==> config.mk <==
export PLATFORM = sky130hd
export DESIGN_NAME = tune_player
export DESIGN_NICKNAME = d
export VERILOG_FILES = /design/src/rtl/tune_player.sv
export SDC_FILE = /design/constraint.sdc
export NUM_CORES = 1
export LEC_CHECK = 0
export ABC_AREA = 1
export CORE_MARGIN = 10
export CORE_UTILIZATION = 40
export DETAILED_ROUTE_END_ITERATION = 10
export SLEW_MARGIN = 20
export SYNTH_ARGS = -nofsm -noshare
export SYNTH_HDL_FRONTEND = slang
export SYNTH_SLANG_ARGS = --single-unit
export TNS_END_PERCENT = 50
==> constraint.sdc <==
create_clock -name clk -period 3.3 [get_ports clk]
set_input_delay 0.33 -clock clk [delete_from_list [all_inputs] [get_ports clk]]
set_output_delay 0.33 -clock clk [all_outputs]
set_load 0.1 [all_outputs]
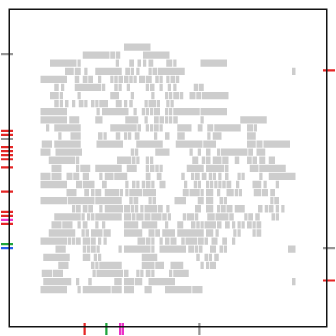
(pin map)
Pins as bars across the die edge, other pins in grey.
[red] note | pins: 14 | direction: output | edge: 11 left, 2 right, 1 bottom
[green] tune_id | pins: 2 | direction: output | edge: 1 bottom, 1 left
[magenta] req | pins: 3 | direction: input | edge: 2 bottom, 1 left
[blue] busy | pins: 1 | direction: output | edge: left
all pins by edge: 16 left, 5 bottom, 3 right
Chip Height: 106 um
Die W: 106 um

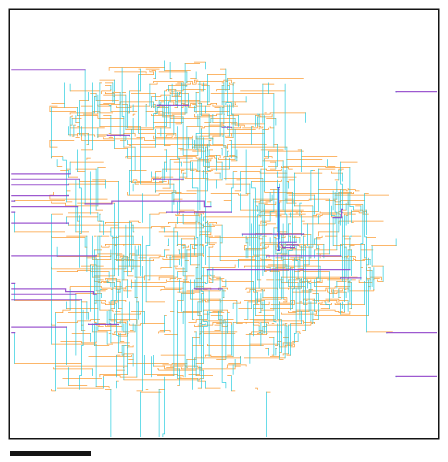
(metal layers overlaid)
Bar = 20 um.
[purple] M3 | wire length: 409 um
[orange] M1 | wire length: 3,370 um
[cyan] M2 | wire length: 3,320 um
[blue] M4 | wire length: 15.6 um
Vias: 2,661
All-Layer GR Usage: 12.4%
drt wl/cell: 13.2 um

==> job_summary.md <==
## Synthesis and layout report

| Metric | Value |
|---|---|
| Status | finished, final reports clean |
| Initial DRT Pass Iterations | 5 |
| Worst path top cell family by delay | simple AND/OR/NAND/NOR gates |
| CTS H-tree depth | 2 |
| Fraction of layout cells with a size suffix above 1 | 15.9% |
| Cell taking the most area after synthesis | dfrtp_1 |
| Gate Count Post-Synth | 400 |
| Period minus WS final | 3.05 ns |
| Final Routed Wirelength | ~7000 um |
| Final tally of max-slew violations | 0 |
| Utilization after layout | slightly below 50% |
| First-pass GRT wire length | 11,700 um |
| Most frequent cells after synthesis | nand2_1 (94), inv_1 (62), dfrtp_1 (44) |
| Power Density | 271 nW/um2 |
| Max Cap Violations | 0 |
| Crit path max fanout | 8 |
| Met3 wire len | 409 um |
| Fp util | 41.1% |
| Met2 wire length | 3320 um |
| Pin count of the biggest net entering global routing | about 47 |
| Maximum VDD drop | roughly 0.18 mV |
| Max reg flops | 16 |
| M1 WL | 3370 um |
| Worst Setup Start Kind | register |
| Ys flop type | dfrtp_1 |
| CP most frequent cell | nand2_1 |
| TritonCTS Buffers | 5 |
| Tightest Hold Check Type | in2async |
| Fin. Hold Viols | 0 |
| Initial antenna violation count | 0 |
| Initial DRC count | 136 |
| Distinct cells, synth | 34 |
| DRC | 0 |
| Clk_skew | 0.0183 ns |
| Top cells by area | dfrtp_1 (37%), nand2_1 (12%), inv_1 (7.8%), ha_1 (5.5%), nand3_1 (5.4%) |
| Hold buffers post-CTS | 0 |
| Cell area after synthesis | 2980 um2 |
| Critical path arrival | 3.24 ns |
| CP max-delay cell | dfrtp_1 |
| Largest stage delay, worst path | 0.42 ns |
| Vias per inst | 4.94 |
| Max-area cell share | 37.0% |
| Worst-Margin Slew | about 0.99 ns |
| Post-synth seq share | between 30% and 40% |
| CP Depth | 23 |
| Tool warnings | 33 |
| Vias in the first global route | 2,514 |
| CP bufs+invs | 2 |
| Syn Area/Cell | 7.45 um2 |
| FP Rows | 31 |
| Post-synth EDFFs | 0 |
| GPL Wtd Cong | between 0.8 and 0.9 |
| Ant diodes | 0 |
| Detailed placer's ending HPWL | 5120 um |
| Most frequent cell after synthesis | nand2_1 |
| Gr ovfl total | 0 |
| Critical path class | reg2reg |
| Port bufs | 20 |
| Core area | 7250 um2 |
| CTS sink cnt | ~46 |
| Register bit total from synthesis | 46 |
| Clock Tree Buf Depth | 2 |
| Async SR Flop Fraction | 100% |
| R2r worst-path depth | 23 |
| Final hold slack | between 0.004 and 0.005 ns |
| Yosys chip area | 2980 um2 |
[routing by layer]
metal | track usage (%) | vias to the layer above
met2 | 19.4 | 55
met4 | 3.58 | 0
li1 | - | 1355
met3 | 3.62 | 2
met5 | 0 | -
met1 | 16.1 | 1249
[timing repair]
action,4_1_cts,5_1_grt
setup buffers,0,9
endpoints found under the setup margin,0,25
hold endpoints to repair,0,0
gates resized,0,19
[power by group]
group	switching, mW	total [mW]	internal, mW
logic	0.0274	0.0315	0.00410
registers	0	0.563	0.563
clock network	0.216	0.368	0.152
[cells by family after synthesis]
group                    synth area share (%)
other                                   0.126
AND-OR/OR-AND                            8.74
XOR/XNOR                                 3.53
flip-flops                               38.7
adder cells (fa/ha/maj)                  5.46
buffers and inverters                    9.87
AND/OR/NAND/NOR                          33.6
[metrics by stage]
stage	worst slack (ns)	setup TNS, ns	cell area, um2	instances
5_1_grt	-0.0407	-0.0869	3550	539
6_report	0.248	0	3550	539
3_5_place_dp	0.0652	0	3310	521
2_1_floorplan	0.382	0	2990	402
3_3_place_gp	0.136	0	3310	521
4_1_cts	0.0395	0	3400	529
[cell usage in the layout (no fill, tap or decap), types with 3 or more instances in the layout]
cell type         n
nand2_1          91
inv_1            59
dfrtp_1          44
nor2_1           37
nand3_1          32
clkdlybuf4s50_1  19
o21ai_0          16
buf_4            16
a21oi_1          14
nor3_1           10
nand2_2           9
xor2_1            9
o22ai_1           8
ha_1              8
inv_2             7
nand4_1           6
nor2_2            5
clkbuf_8          5
nand3_2           4
nor4_1            4
nor2_4            3
nand3_4           3
ha_2              3
conb_1            3
[cell type report]
type / count / area (um2)
fillers: 702 / 3700
multi-input cells: 284 / 1620
flip-flops and latches: 46 / 1150
repair buffers: 35 / 310
inverters: 67 / 254
well taps: 99 / 124
clock buffers: 5 / 68.8
clock inverters: 3 / 23.8
Power and IR drop assume default switching activity.
